==> config.mk <==
export PLATFORM = sky130hd
export DESIGN_NAME = decoder_seq_flat
export DESIGN_NICKNAME = d
export VERILOG_FILES = /design/src/rtl/decoder_pkg.sv /design/src/rtl/decoder_seq_if.sv /design/src/rtl/dwell_timer.sv /design/src/rtl/decoder_seq.sv /design/src/flat_wrapper.sv
export SDC_FILE = /design/constraint.sdc
export NUM_CORES = 1
export LEC_CHECK = 0
export ABC_CLOCK_PERIOD_IN_PS = 1600
export CORE_MARGIN = 5
export CORE_UTILIZATION = 44
export CTS_CLUSTER_DIAMETER = 40
export DETAILED_ROUTE_END_ITERATION = 7
export PLACE_DENSITY = 0.74
export SLEW_MARGIN = 40
export SYNTH_ARGS = -nofsm -noshare
export SYNTH_HDL_FRONTEND = slang
export SYNTH_HIERARCHICAL = 1
export SYNTH_SLANG_ARGS = --single-unit
==> constraint.sdc <==
create_clock -name clk -period 1.6 [get_ports clk]
set_input_delay 0.32 -clock clk [delete_from_list [all_inputs] [get_ports clk]]
set_output_delay 0.32 -clock clk [all_outputs]
set_load 0.01 [all_outputs]
==> src/rtl/decoder_pkg.sv <==
// rtl/decoder_pkg.sv - shared state type and decode helper for the decoder sequencer
package decoder_pkg;

  typedef enum logic [1:0] {
    IDLE   = 2'd0,
    DIRECT = 2'd1,
    SCAN   = 2'd2
  } state_t;

  localparam int unsigned MAX_OUT_W = 256;

  // Returns all-zero when index is outside width, so callers truncate safely.
  function automatic logic [MAX_OUT_W-1:0] onehot(input int unsigned index,
                                                   input int unsigned width);
    logic [MAX_OUT_W-1:0] v;
    v = MAX_OUT_W'(1) << index;
    if (index >= width) v = '0;
    return v;
  endfunction

endpackage

==> src/rtl/decoder_seq_if.sv <==
// rtl/decoder_seq_if.sv - control and decode-output bundle of the decoder sequencer
interface decoder_seq_if #(
  parameter int SEL_W = 3
);
  localparam int OUT_W = 2**SEL_W;

  logic             en;
  logic             mode;
  logic             in_valid;
  logic             in_ready;
  logic [SEL_W-1:0] sel;
  logic [OUT_W-1:0] y;
  logic             out_valid;
  logic [SEL_W-1:0] idx;
  logic             wrap;

  modport master (
    output en, mode, in_valid, sel,
    input  in_ready, y, out_valid, idx, wrap
  );

  modport slave (
    input  en, mode, in_valid, sel,
    output in_ready, y, out_valid, idx, wrap
  );
endinterface

==> src/rtl/dwell_timer.sv <==
// rtl/dwell_timer.sv - loadable down-counter timing how long a scan line stays active
module dwell_timer #(
  parameter  int DWELL = 1,
  localparam int CNT_W = $clog2(DWELL + 1)
) (
  input  logic clk,
  input  logic rst,
  input  logic clear,
  input  logic load,
  output logic expire
);
  logic [CNT_W-1:0] cnt;

  always_ff @(posedge clk or posedge rst) begin
    if (rst)
      cnt <= '0;
    else if (clear)
      cnt <= '0;
    else if (load)
      cnt <= CNT_W'(DWELL);
    else if (cnt != '0)
      cnt <= cnt - CNT_W'(1);
  end

  // Last cycle of the dwell window; the owner reloads on this cycle.
  assign expire = (cnt == CNT_W'(1));
endmodule

==> src/rtl/decoder_seq.sv <==
// rtl/decoder_seq.sv - registered one-hot decoder with direct-decode and auto-scan modes
module decoder_seq
  import decoder_pkg::*;
#(
  parameter  int SEL_W      = 3,
  parameter  int DWELL      = 1,
  parameter  bit ACTIVE_LOW = 1'b0,
  localparam int OUT_W      = 2**SEL_W
) (
  input  logic         clk,
  input  logic         rst,
  decoder_seq_if.slave bus
);
  localparam logic [OUT_W-1:0] Y_MASK = {OUT_W{ACTIVE_LOW}};

  state_t           state;
  state_t           target;
  logic [OUT_W-1:0] y_q;
  logic [SEL_W-1:0] idx_q;
  logic [SEL_W-1:0] idx_next;
  logic             out_valid_q;
  logic             wrap_q;
  logic             expire;
  logic             tmr_clear;
  logic             tmr_load;

  always_comb begin
    target = IDLE;
    if (bus.en) target = bus.mode ? SCAN : DIRECT;
  end

  assign idx_next  = idx_q + SEL_W'(1);
  assign tmr_clear = (target != SCAN);
  // Reload on scan entry (from IDLE or a frozen DIRECT index) and on every step.
  assign tmr_load  = (target == SCAN) && ((state != SCAN) || expire);

  dwell_timer #(.DWELL(DWELL)) u_dwell (
    .clk    (clk),
    .rst    (rst),
    .clear  (tmr_clear),
    .load   (tmr_load),
    .expire (expire)
  );

  function automatic logic [OUT_W-1:0] decode(input logic [SEL_W-1:0] i);
    return OUT_W'(onehot(32'(i), OUT_W)) ^ Y_MASK;
  endfunction

  always_ff @(posedge clk or posedge rst) begin
    if (rst) begin
      state       <= IDLE;
      y_q         <= Y_MASK;
      idx_q       <= '0;
      out_valid_q <= 1'b0;
      wrap_q      <= 1'b0;
    end else begin
      state       <= target;
      out_valid_q <= 1'b0;
      wrap_q      <= 1'b0;
      case (target)
        IDLE: begin
          y_q   <= Y_MASK;
          idx_q <= '0;
        end
        DIRECT: begin
          if (state == DIRECT && bus.in_valid) begin
            y_q         <= decode(bus.sel);
            idx_q       <= bus.sel;
            out_valid_q <= 1'b1;
          end
        end
        SCAN: begin
          if (state == IDLE) begin
            y_q         <= decode('0);
            idx_q       <= '0;
            out_valid_q <= 1'b1;
          end else if (state == SCAN && expire) begin
            y_q         <= decode(idx_next);
            idx_q       <= idx_next;
            out_valid_q <= 1'b1;
            wrap_q      <= (idx_q == '1);
          end
        end
        default: ;
      endcase
    end
  end

  assign bus.in_ready  = (state == DIRECT) && !rst;
  assign bus.y         = y_q;
  assign bus.idx       = idx_q;
  assign bus.out_valid = out_valid_q;
  assign bus.wrap      = wrap_q;
endmodule

==> src/flat_wrapper.sv <==
// flat-port wrapper written by rule: the top's interface ports become plain ports
module decoder_seq_flat import decoder_pkg::*;
#(
  parameter  int SEL_W      = 3,
  parameter  int DWELL      = 1,
  parameter  bit ACTIVE_LOW = 1'b0,
  localparam int OUT_W      = 2**SEL_W
)
  (clk, rst, bus_en, bus_mode, bus_in_valid, bus_sel, bus_in_ready, bus_y, bus_out_valid, bus_idx, bus_wrap);
  decoder_seq_if #(.SEL_W(SEL_W)) bus_i ();
  input  logic clk;
  input  logic rst;
  input wire logic [$bits(bus_i.en)-1:0] bus_en;
  input wire logic [$bits(bus_i.mode)-1:0] bus_mode;
  input wire logic [$bits(bus_i.in_valid)-1:0] bus_in_valid;
  input wire logic [$bits(bus_i.sel)-1:0] bus_sel;
  output wire logic [$bits(bus_i.in_ready)-1:0] bus_in_ready;
  output wire logic [$bits(bus_i.y)-1:0] bus_y;
  output wire logic [$bits(bus_i.out_valid)-1:0] bus_out_valid;
  output wire logic [$bits(bus_i.idx)-1:0] bus_idx;
  output wire logic [$bits(bus_i.wrap)-1:0] bus_wrap;
  assign bus_i.en = bus_en;
  assign bus_i.mode = bus_mode;
  assign bus_i.in_valid = bus_in_valid;
  assign bus_i.sel = bus_sel;
  assign bus_in_ready = bus_i.in_ready;
  assign bus_y = bus_i.y;
  assign bus_out_valid = bus_i.out_valid;
  assign bus_idx = bus_i.idx;
  assign bus_wrap = bus_i.wrap;
  decoder_seq #(.SEL_W(SEL_W), .DWELL(DWELL), .ACTIVE_LOW(ACTIVE_LOW)) u_core (.clk(clk), .rst(rst), .bus(bus_i));
endmodule
==> results.cfg <==
; synthesis and place-and-route metrics
[outcome]
status = completed

[worst_setup_path]
crit_end = u_core/bus.y[7]$_DFFE_PP0P_
cp_cell_sequence = ha_4 -> ha_4 -> o2111a_2 -> a2bb2o_4 -> mux2_4
reg2reg_from = u_core/bus.idx[1]$_DFFE_PP0P_
r2r_cells = 5
crit_path_start_kind = flop
rrSetupSlack_ns = 0.02
crit_required_ns = 1.77
cp_max_fo = 4
crit_family = flip-flops
cp-startpoint = u_core/bus.idx[1]$_DFFE_PP0P_
critPathKind = flop to flop
endpoint_kind = flop

[pwr]
power.leakage_nw = 0.6958
total_power_mw = 0.9345
power_clock_mw = 0.229
seq_power_mw = 0.445
p_clk_frac = 0.245
power_leader = sequential cells

[cells_and_area]
clkCellAreaFrac = 0.01818
inverters = 10
instances_no_fill = 159
nets = 146
nFillCells = 186
largest_class = logic gates
buffers = 39
sh_seq_area = 0.2797
largest_reg_flops = 8
regArea_um2 = 404.1
clock_buffers = 4
diodes = 0
final_core_util = 0.6533
seq_cell_count = 16
comb_area_frac = 0.4069

[routing]
drt_iter0_drc = 13
route.met2.wl_um = 1158
first_pass_iters = 4
drc = 0

[place]
gp_congestion = 0.8424
dp_slack_ns = -0.3484
place_area_um2 = 1413
placed_cells = 154

[die]
fp_util = 0.4593
std_cell_rows = 17
tapCellCount = 28

[yosys]
syn_inst = 92
area_leaders = dfrtp_1, mux2_4, ha_1
top_area_cell = dfrtp_1
ys_top_logic_family = AND-OR/OR-AND gates
synth_seq_share = 0.3941
yosys.area_share.adder = 0.07389
yosysWarnings = 6
synth-simple-area-share = 0.1638
yosys.cell_types.count = 34

[global_routing]
grt_max_degree = 15
grtUsageMet2 = 0.2516
grt_overflow = 0
grt_pass1_vias = 843
track_usage = 0.1526
use_met3 = 0.05345

[clock_network]
numCtsBuffers = 3
cts_resized = 5
cts_tree = done
clockRootBuffer = clkbuf_4
htree_num_levels = 1
ctsLongestPathBuffers = 2
clkTransAtPathRegs_ns = 0.11

[sta]
hold_viol = 0
setup_violations = 0
finalCritPeriodShare = 0.9872
tightest_slew_ns = 0.3963
timing.fmax_ghz = 0.6331

[min_path]
hold_path_class = primary input to asynchronous set/reset pin
### Gate-type map

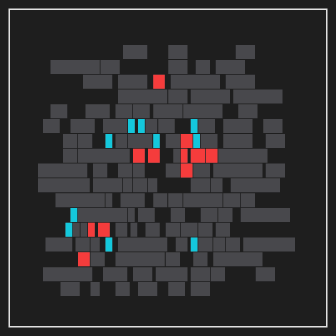
inverters -> cyan  # cells 10, most used inv_1
NAND gates -> red  # cells 11, most used nand2b_1, where middle

### Signal wires on met1

Supply wires on this layer in gray.
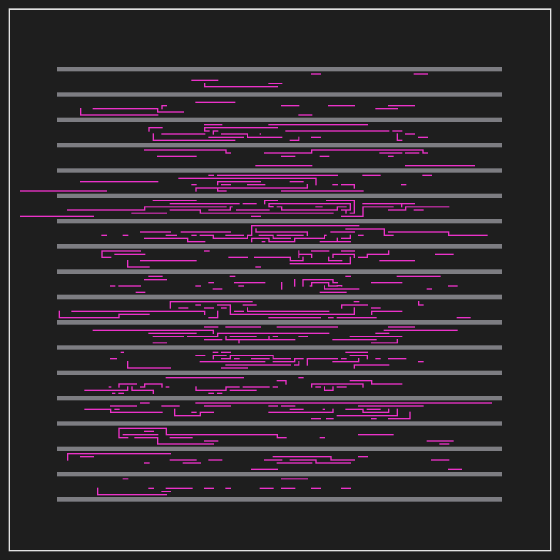
longest straight run = 31.7 um
wire length on this layer = 1040 um
share of all routed wire = 45%
nets with wire on the layer = 132

### Clock wiring as the flow saved it

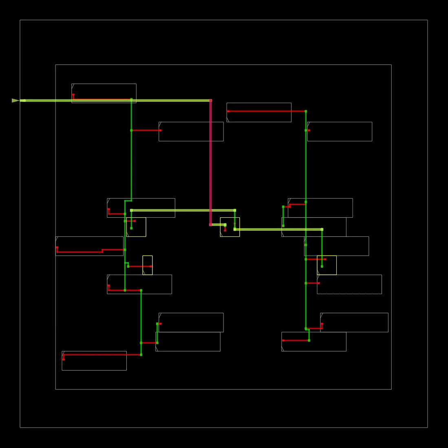
Late-Pin Clk Latency: 0.30 ns
Clock Sink Count: 16

### Power grid

Pins as bars on the die edge.
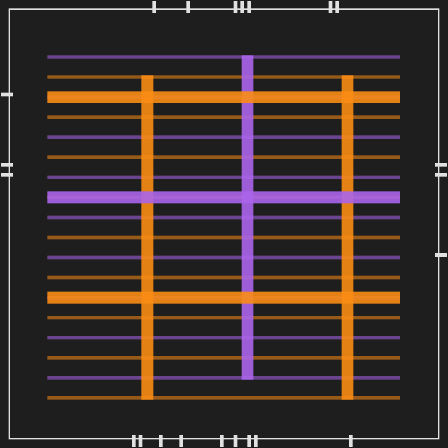
VSS -> orange
VDD -> purple
signal pins = 22
met1 rails = 18
met4 straps = 3
rows = 17
met5 straps = 3
die height: 58.05 um
core area: 2212 um^2
DIE WIDTH: 58.05 um
maximum VDD drop: 0.5708 mV

### Sequential cells colored by netlist name

Other sequential cells in the stronger gray, the rest of the logic in the fainter gray.
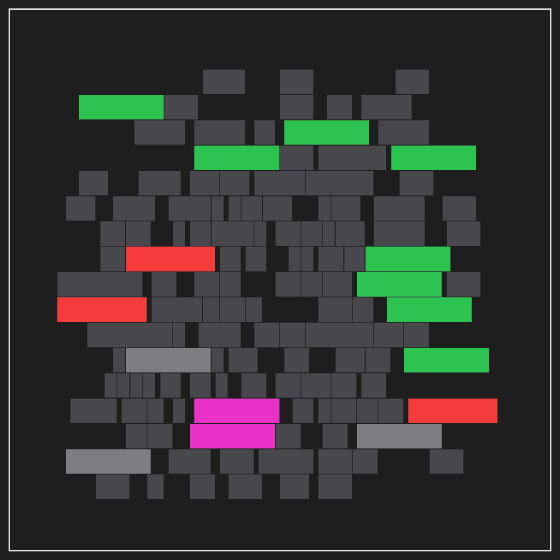
u_core/bus.idx -> red  # flops 3
u_core/bus.y -> green  # flops 8
u_core/state -> magenta  # flops 2
not colored = 3

